File: src/rtl/servisia_uart_pkg.sv
// servisia_uart_pkg: shared TX FSM encoding, register offsets, status bit positions and divisor default
package servisia_uart_pkg;
  typedef enum logic [1:0] {IDLE, START, DATA, STOP} state_t;
  localparam logic REG_DATA = 1'b0;
  localparam logic REG_DIV = 1'b1;
  localparam int ST_EMPTY = 0;
  localparam int ST_FULL = 1;
  localparam int ST_BUSY = 2;
  localparam int ST_LEVEL = 3;
  localparam logic [15:0] DIV_RESET_DEF = 16'd433;
endpackage

File: src/rtl/servisia_wb_uart_tx_if.sv
// servisia_wb_uart_tx_if: wishbone peripheral bus (adr/dat/we/stb in, rdt/ack out) with master/slave views
interface servisia_wb_uart_tx_if;
  logic wb_adr_i;
  logic [15:0] wb_dat_i;
  logic wb_we_i;
  logic wb_stb_i;
  logic [31:0] wb_rdt_o;
  logic wb_ack_o;
  modport master(output wb_adr_i, wb_dat_i, wb_we_i, wb_stb_i, input wb_rdt_o, wb_ack_o);
  modport slave(input wb_adr_i, wb_dat_i, wb_we_i, wb_stb_i, output wb_rdt_o, wb_ack_o);
endinterface

File: src/rtl/servisia_fifo.sv
// servisia_fifo: sync FIFO (clk, rst async high; push/wdata in, pop/rdata out, empty/full/level status)
module servisia_fifo #(
  parameter int WIDTH = 8,
  parameter int DEPTH = 8,
  localparam int LW = $clog2(DEPTH) + 1
) (
  input  logic clk,
  input  logic rst,
  input  logic push,
  input  logic [WIDTH-1:0] wdata,
  input  logic pop,
  output logic [WIDTH-1:0] rdata,
  output logic empty,
  output logic full,
  output logic [LW-1:0] level
);
  logic [WIDTH-1:0] mem [DEPTH];
  logic [LW-1:0] wptr, rptr;
  always_ff @(posedge clk or posedge rst)
    if (rst) begin
      wptr <= '0;
      rptr <= '0;
    end else begin
      if (push) wptr <= wptr + 1'b1;
      if (pop) rptr <= rptr + 1'b1;
    end
  always_ff @(posedge clk)
    if (push) mem[wptr[LW-2:0]] <= wdata;
  // pointers carry one extra wrap bit so level distinguishes full from empty
  assign level = wptr - rptr;
  assign rdata = mem[rptr[LW-2:0]];
  assign empty = level == '0;
  assign full = level == LW'(DEPTH);
endmodule

File: src/rtl/servisia_wb_uart_tx.sv
// servisia_wb_uart_tx: wishbone-fed 8N1 UART transmitter (wb_clk_i, wb_rst_i, bus slave port, tx_o serial out)
module servisia_wb_uart_tx
  import servisia_uart_pkg::*;
#(
  parameter int FIFO_DEPTH = 8,
  parameter logic [15:0] DIV_RESET = DIV_RESET_DEF,
  localparam int LW = $clog2(FIFO_DEPTH) + 1
) (
  input  logic wb_clk_i,
  input  logic wb_rst_i,
  servisia_wb_uart_tx_if.slave bus,
  output logic tx_o
);
  state_t state, n_state;
  logic [15:0] div, cnt, n_cnt;
  logic [7:0] shift, n_shift, fifo_rdata;
  logic [2:0] idx, n_idx;
  logic [LW-1:0] level;
  logic [31:0] status;
  logic pop, push, empty, full, stall, acc;
  // a full FIFO holds off a DATA write until a pop makes room, so no byte is lost
  assign stall = bus.wb_stb_i & bus.wb_we_i & (bus.wb_adr_i == REG_DATA) & full;
  assign acc = bus.wb_stb_i & ~bus.wb_ack_o & ~stall;
  assign push = acc & bus.wb_we_i & (bus.wb_adr_i == REG_DATA);
  assign status = 32'({level, state != IDLE, full, empty});
  servisia_fifo #(.WIDTH(8), .DEPTH(FIFO_DEPTH)) fifo (
    .clk(wb_clk_i), .rst(wb_rst_i), .push(push), .wdata(bus.wb_dat_i[7:0]), .pop(pop),
    .rdata(fifo_rdata), .empty(empty), .full(full), .level(level)
  );
  always_ff @(posedge wb_clk_i or posedge wb_rst_i)
    if (wb_rst_i) begin
      bus.wb_ack_o <= 1'b0;
      bus.wb_rdt_o <= '0;
      div <= DIV_RESET;
    end else begin
      bus.wb_ack_o <= acc;
      if (acc & bus.wb_we_i & (bus.wb_adr_i == REG_DIV)) div <= bus.wb_dat_i;
      if (acc & ~bus.wb_we_i) bus.wb_rdt_o <= bus.wb_adr_i == REG_DIV ? {16'b0, div} : status;
    end
  always_ff @(posedge wb_clk_i or posedge wb_rst_i)
    if (wb_rst_i) begin
      state <= IDLE;
      cnt <= '0;
      shift <= '0;
      idx <= '0;
      tx_o <= 1'b1;
    end else begin
      state <= n_state;
      cnt <= n_cnt;
      shift <= n_shift;
      idx <= n_idx;
      tx_o <= n_state == START ? 1'b0 : n_state == DATA ? n_shift[0] : 1'b1;
    end
  // every bit reloads the divisor, so a divisor write never stretches the bit in flight
  always_comb begin
    n_state = state;
    n_cnt = cnt;
    n_shift = shift;
    n_idx = idx;
    pop = 1'b0;
    case (state)
      IDLE:
        if (!empty) begin
          pop = 1'b1;
          n_shift = fifo_rdata;
          n_cnt = div;
          n_state = START;
        end
      START:
        if (cnt == '0) begin
          n_cnt = div;
          n_idx = '0;
          n_state = DATA;
        end else n_cnt = cnt - 16'd1;
      DATA:
        if (cnt == '0) begin
          n_cnt = div;
          n_idx = idx + 3'd1;
          n_shift = shift >> 1;
          n_state = idx == 3'd7 ? STOP : DATA;
        end else n_cnt = cnt - 16'd1;
      STOP:
        if (cnt == '0) begin
          pop = !empty;
          n_shift = empty ? shift : fifo_rdata;
          n_cnt = div;
          n_state = empty ? IDLE : START;
        end else n_cnt = cnt - 16'd1;
      default: n_state = IDLE;
    endcase
  end
endmodule

File: src/flat_wrapper.sv
// flat-port wrapper written by rule: the top's interface ports become plain ports
module servisia_wb_uart_tx_flat import servisia_uart_pkg::*;
#(
  parameter int FIFO_DEPTH = 8,
  parameter logic [15:0] DIV_RESET = DIV_RESET_DEF,
  localparam int LW = $clog2(FIFO_DEPTH) + 1
)
  (wb_clk_i, wb_rst_i, tx_o, bus_wb_adr_i, bus_wb_dat_i, bus_wb_we_i, bus_wb_stb_i, bus_wb_rdt_o, bus_wb_ack_o);
  servisia_wb_uart_tx_if bus_i ();
  input  logic wb_clk_i;
  input  logic wb_rst_i;
  output logic tx_o;
  input wire logic [$bits(bus_i.wb_adr_i)-1:0] bus_wb_adr_i;
  input wire logic [$bits(bus_i.wb_dat_i)-1:0] bus_wb_dat_i;
  input wire logic [$bits(bus_i.wb_we_i)-1:0] bus_wb_we_i;
  input wire logic [$bits(bus_i.wb_stb_i)-1:0] bus_wb_stb_i;
  output wire logic [$bits(bus_i.wb_rdt_o)-1:0] bus_wb_rdt_o;
  output wire logic [$bits(bus_i.wb_ack_o)-1:0] bus_wb_ack_o;
  assign bus_i.wb_adr_i = bus_wb_adr_i;
  assign bus_i.wb_dat_i = bus_wb_dat_i;
  assign bus_i.wb_we_i = bus_wb_we_i;
  assign bus_i.wb_stb_i = bus_wb_stb_i;
  assign bus_wb_rdt_o = bus_i.wb_rdt_o;
  assign bus_wb_ack_o = bus_i.wb_ack_o;
  servisia_wb_uart_tx #(.FIFO_DEPTH(FIFO_DEPTH), .DIV_RESET(DIV_RESET)) u_core (.wb_clk_i(wb_clk_i), .wb_rst_i(wb_rst_i), .bus(bus_i), .tx_o(tx_o));
endmodule
File: config.mk
export PLATFORM = sky130hd
export DESIGN_NAME = servisia_wb_uart_tx_flat
export DESIGN_NICKNAME = d
export VERILOG_FILES = /design/src/rtl/servisia_uart_pkg.sv /design/src/rtl/servisia_wb_uart_tx_if.sv /design/src/rtl/servisia_fifo.sv /design/src/rtl/servisia_wb_uart_tx.sv /design/src/flat_wrapper.sv
export SDC_FILE = /design/constraint.sdc
export NUM_CORES = 1
export LEC_CHECK = 0
export CELL_PAD_IN_SITES_DETAIL_PLACEMENT = 1
export CELL_PAD_IN_SITES_GLOBAL_PLACEMENT = 2
export CORE_MARGIN = 4
export CORE_UTILIZATION = 38
export CTS_BUF_LIST = sky130_fd_sc_hd__clkbuf_4
export DETAILED_ROUTE_END_ITERATION = 8
export DONT_BUFFER_PORTS = 1
export GPL_TIMING_DRIVEN = 1
export PLACE_DENSITY_LB_ADDON = 0.1
export SLEW_MARGIN = 20
export SYNTH_ARGS = -nofsm -noshare
export SYNTH_HDL_FRONTEND = slang
export SYNTH_SLANG_ARGS = --single-unit
File: constraint.sdc
create_clock -name wb_clk_i -period 5.6 [get_ports wb_clk_i]
set_input_delay 1.4 -clock wb_clk_i [delete_from_list [all_inputs] [get_ports wb_clk_i]]
set_output_delay 1.4 -clock wb_clk_i [all_outputs]
set_load 0.005 [all_outputs]
**Run 1: sequential cells grouped by signal name**

Bar = 50 µm. Other sequential cells in the stronger grey, the rest of the logic in the fainter grey.
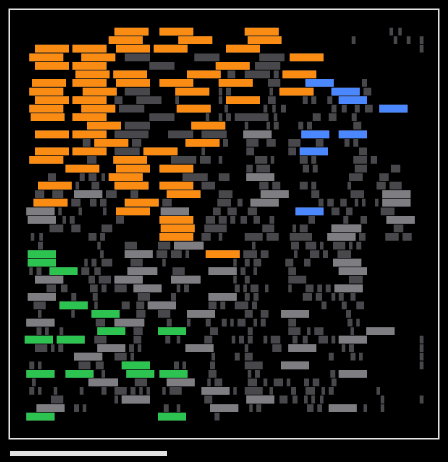
u_core.bus.wb_rdt_o: shown in green, flops 16, where bottom left. u_core.shift: shown in blue, flops 8, where top right. u_core.fifo.mem: shown in orange, flops 64.
Register Area: 3710 µm²
Final Core Density: 42.0%
Power Sequential: 1.50 mW
Seq area share: 55.2%

**Run 1: selected gate families**

Bar = 50 µm.
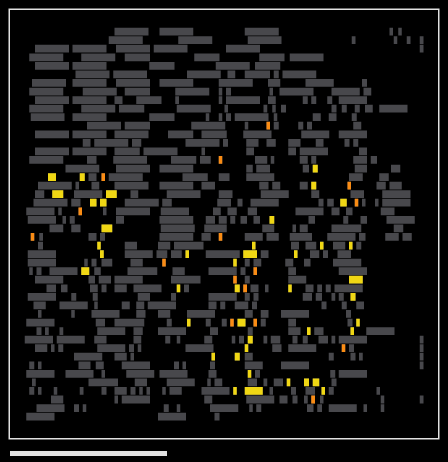
nor cells: shown in yellow, cells 42. inv cells: shown in orange, cells 16.
Cell Count, Final, Fillers Out: 727
most frequent logic cell in the layout: dfrtp_1
logic share of the area: 34.3%

**Run 1: placed standard cells**

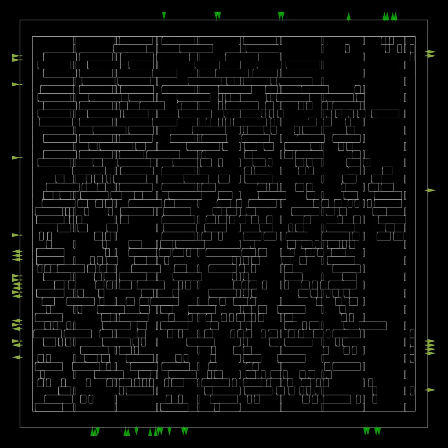
Fillers: 1,728
Tapcells: 216
Rows: 46
Seq cells: 135

**Run 1: signal wires by layer**

Bar = 50 µm.
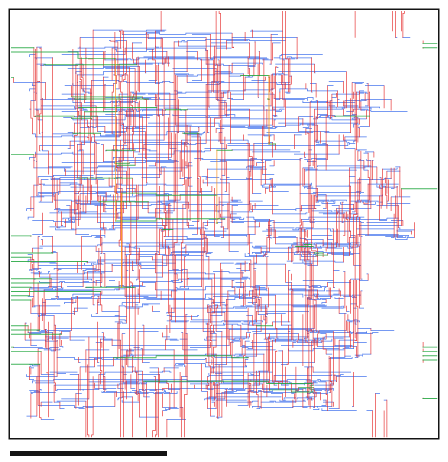
M4: shown in orange, wire length 127 µm. M1: shown in blue, wire length 7,800 µm. M3: shown in green, wire length 719 µm. M2: shown in red, wire length 6,890 µm.

==> reports/qor.csv, run 1 <==
stage;metric;value;unit
clocking;clk buf depth;2;
finish;Layout area overhead;7.75;%
setup_path;CP Launch Point;u_core.fifo.rptr[2]$_DFFE_PP0P_;
clocking;cts hold-fix bufs;0;
power_and_ir_drop;total power;3.34;mW
final_timing;Setup Total Neg Slack;0;ps
yosys;synthesis warning total;0;
flow_run;max_cap viols;0;
yosys;yosys simple share;10.4;%
placement;DP HPWL;11200;µm
yosys;cell total in the yosys stat output;501;
setup_path;CP max stage delay;890;ps
setup_path;CP Cell Sequence;inv_1, ha_1, a21oi_1, a21oi_1, nor2_1, o21a_1, nand2_1, nor3b_1;
grt;gr usage total;17.8;%
final_timing;final critical-path share of the clock period;68.6;%
setup_path;Crit path max-delay family;simple AND/OR/NAND/NOR gates;
route;Pre-Repair DR Iteration Count;5;
grt;GRT met2 Usage;24.8;%
final_timing;Max Transition Viols Final;0;
power_and_ir_drop;P_clk;734;µW
setup_path;WP data required;5790;ps
finish;layout cells sized above 1;17.6;%
die;die area;18500;µm²
yosys;Dominant flop cell;dfrtp_1;
clocking;post-cts sizing count;0;
power_and_ir_drop;Seq pwr share;44.9;%
route;topmost layer with routed signal wires;met4;
final_timing;Worst-Margin Slew;1050;ps
setup_path;CP max-delay cell;nor3b_1;
min_path;Hold EP;u_core.fifo.rptr[3]$_DFFE_PP0P_;
status;outcome;complete, no violations;
finish;Nets;532;
setup_path;Setup CP Type;reg -> reg;
==> run 1: state kept, by name, indices dropped and copies added, names as in the netlist <==
| register | flops |
|---|---|
| u_core.fifo.mem | 64 |
| u_core.tx_o | 1 |
| u_core.bus.wb_ack_o | 1 |
| u_core.state | 2 |
| u_core.idx | 3 |
| u_core.fifo.rptr | 4 |
| u_core.shift | 8 |
| u_core.bus.wb_rdt_o | 16 |
| u_core.div | 16 |
| u_core.fifo.wptr | 4 |
| u_core.cnt | 16 |
==> run 1: area by class of cell <==
cell class	count	area [µm²]	share of cell area, %
Sequential cell	135	3710	55.2
Multi-Input combinational cell	323	2310	34.3
Tap cell	216	270	4.02
Clock inverter	15	209	3.11
Clock buffer	17	128	1.90
Inverter	16	60.1	0.894
Timing Repair Buffer	5	37.5	0.559
==> run 1 -> run 2 <==
Clock period 5.6 ns to 3.56 ns, I/O delays scaled along.
**Run 2: sequential cells grouped by signal name**

Bar = 50 µm. Other sequential cells in the stronger grey, the rest of the logic in the fainter grey.
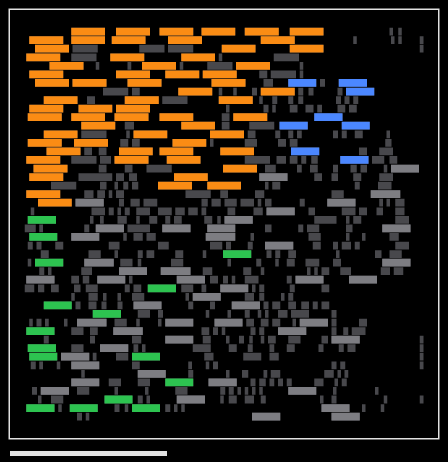
u_core.bus.wb_rdt_o: shown in green, flops 16. u_core.shift: shown in blue, flops 8, where top right. u_core.fifo.mem: shown in orange, flops 64.
Another 47 sequential cells are not coloured.

==> reports/qor.csv, run 2 <==
stage;metric;value;unit;change
finish;layout cells sized above 1;19.3;%;+1.7 points
final_timing;Setup Total Neg Slack;0;ps;unchanged
die;die area;18500;µm²;unchanged
setup_path;Setup CP Type;reg -> reg;;
status;outcome;complete, no violations;;
finish;most frequent logic cell in the layout;dfrtp_1;;
finish;max FFs per register;64;;unchanged
route;topmost layer with routed signal wires;met4;;
setup_path;WP data required;4060;ps;-1730 ps
finish;Nets;549;;+3.2%
grt;GRT met2 Usage;25.6;%;+0.74 points
yosys;synthesis warning total;0;;unchanged
route;Pre-Repair DR Iteration Count;4;;-1
setup_path;CP Cell Sequence;inv_1, ha_1, inv_1, fa_1, xor2_1, or3b_1, or4_4, a211oi_4, nand4_1, mux2_2;;
power_and_ir_drop;P_clk;1.04;mW;+42%
finish;Final Core Density;42.4;%;+0.45 points
final_timing;Worst-Margin Slew;809;ps;-244 ps
placement;DP HPWL;10900;µm;-2.6%
power_and_ir_drop;total power;5.24;mW;+57%
power_and_ir_drop;Seq pwr share;43.9;%;-1.0 points
setup_path;CP max stage delay;610;ps;-280 ps
finish;Cell Count, Final, Fillers Out;744;;+2.3%
setup_path;Crit path max-delay family;simple AND/OR/NAND/NOR gates;;
power_and_ir_drop;Power Sequential;2.30;mW;+53%
setup_path;CP max-delay cell;or4_4;;
**Run 2: signal wires by layer**

Bar = 50 µm.
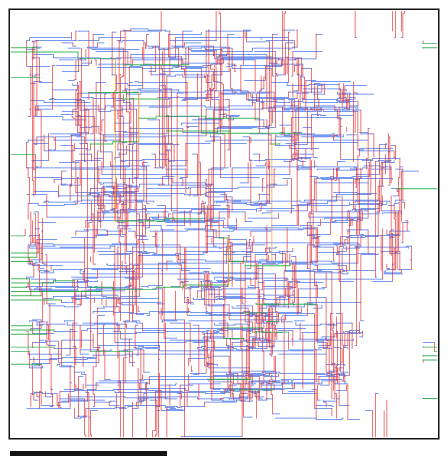
M1: shown in blue, wire length 7,760 µm. M4: shown in orange, wire length 121 µm. M3: shown in green, wire length 633 µm. M2: shown in red, wire length 6,920 µm.

-- run 2: layout make-up --
class,count,area [µm²]
clock buffer,17,128
timing repair buffer,22,168
multi-input combinational,323,2290
sequential,135,3710
tap,216,270
fill,1723,9210
inverter,16,60.1
clock inverter,15,165
-- run 2: repair_timing --
action,CTS,global route
hold endpoints to repair,0,2
gates resized,0,0
hold buffers,0,1
-- run 2: kinds of logic after synthesis --
| kind of cell | after synthesis | synth area share (%) |
|---|---|---|
| flops | 135 | 59.5 |
| buf+inv | 58 | 4.70 |
| fa+ha+maj | 13 | 2.73 |
| simple gates | 131 | 10.4 |
| xor+xnor | 8 | 1.12 |
| compound gates | 114 | 11.4 |
| mux | 41 | 10.2 |
| other cells | 1 | 0.0602 |
==> run 2 -> run 3 <==
Settings changed: CORE_MARGIN 4 to not set.
**Run 3: placed cells, one colour a class**

Bar = 50 µm. Fill, decap, tap and diode cells in grey.
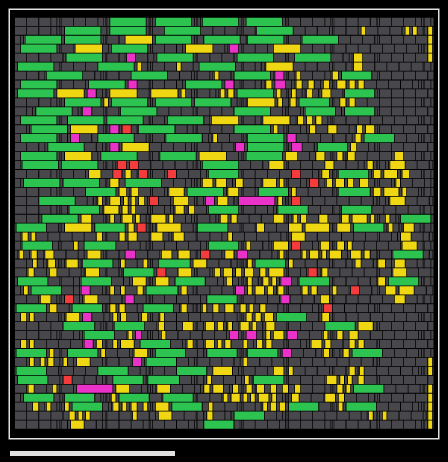
clock drivers and dummy loads: shown in magenta, cells 32, share of their area 4.5%. remaining buffers and delay cells: shown in red, cells 19, share of their area 2.2%. registers: shown in green, cells 135, share of their area 57%. remaining logic cells: shown in yellow, cells 339, share of their area 36%.
Final Cell Area: 6760 µm²
Std-Cell Core Area: 15,900 µm²

==> reports/qor.csv, run 3 <==
stage;metric;value;unit;change
status;outcome;complete, no violations;;
yosys;area share of fa/ha/maj cells after synthesis;2.73;%;unchanged
setup_path;CP max-delay cell;nor2_1;;
placement;input/output buffers;0;;
yosys;mux frac, synth;10.2;%;unchanged
setup_path;CP max stage delay;700;ps;+90 ps
yosys;Complex Gates by Area;11.4;%;unchanged
finish;Register Area;3710;µm²;unchanged
grt;pin count of the biggest net entering global routing;33;;
final_timing;Worst-Margin Slew;880;ps;+70.8 ps
die;die area;16900;µm²;-8.6%
placement;Post-Place Worst Slack;396;ps;
placement;placed insts;709;;
grt;met1 Use GR;29.4;%;
finish;Cell Count, Final, Fillers Out;741;;-0.40%
finish;layout cells sized above 1;19.2;%;-0.080 points
clocking;post-cts sizing count;0;;unchanged
finish;Nets;546;;-0.55%
final_timing;f_max;313;MHz;
clocking;Clock Sinks;135;;
setup_path;Setup CP Type;reg -> reg;;
final_timing;Final setup viols;0;;
finish;Fillers;1705;;-1.0%
setup_path;Critical Path Fanout Max;11;;
yosys;synthesis warning total;0;;unchanged
power_and_ir_drop;total power;5.24;mW;-0.10%
placement;DP HPWL;10900;µm;about the same
yosys;Chip Area, Yosys;6230;µm²;
yosys;yosys simple share;10.4;%;unchanged
finish;most frequent logic cell in the layout;dfrtp_1;;
finish;combinational gate area;2290;µm²;unchanged
setup_path;CP Cell Sequence;inv_1, ha_1, inv_1, fa_1, xor2_1, or3b_1, nor4_2, nor2_1, o32a_1, mux2_2;;
finish;max FFs per register;64;;unchanged
yosys;Syn Inst Count;501;;
grt;GRT met2 Usage;29.5;%;+4.0 points
route;topmost layer with routed signal wires;met4;;
route;Pre-Repair DR Iteration Count;4;;unchanged
final_timing;Setup Total Neg Slack;0;ps;unchanged
clocking;cts hold-fix bufs;0;;unchanged
**Run 3: sequential cells grouped by signal name**

Bar = 50 µm. Other sequential cells in the stronger grey, the rest of the logic in the fainter grey.
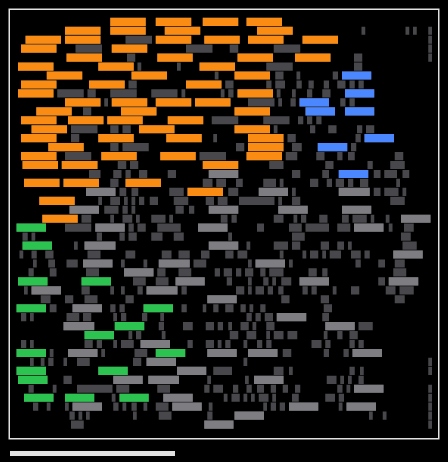
u_core.shift: shown in blue, flops 8, where top right. u_core.bus.wb_rdt_o: shown in green, flops 16, where bottom left. u_core.fifo.mem: shown in orange, flops 64.
Power Sequential: 2.30 mW
Seq area share: 54.8%
Final Core Density: 42.4%

## run 3: cell count changes in the layout (fill, tap and decap cells not counted), sizes merged
cell         before  now
clkbuf           17   20
inv              24   21
bufinv            1    2
dlygate4sd3       1    0
buf              21   19
clkinv            4    3
## run 3: cell type report
class / instances / area share [%]
Inverter: 16 / 0.888
Multi-Input combinational cell: 323 / 33.9
Clock buffer: 20 / 2.22
Timing Repair Buffer: 19 / 2.11
Tap cell: 216 / 4.00
Clock inverter: 12 / 2.09
Sequential cell: 135 / 54.8
## run 3: where the power goes
| group | switching, mW | leakage [nW] | internal, mW | total [mW] |
|---|---|---|---|---|
| clock | 0.602 | 0.155 | 0.452 | 1.05 |
| sequential | 0.328 | 1.46 | 1.97 | 2.30 |
| combinational | 1.14 | 1.01 | 0.751 | 1.89 |
No activity file was given, so power comes from the tool's default toggle rates.
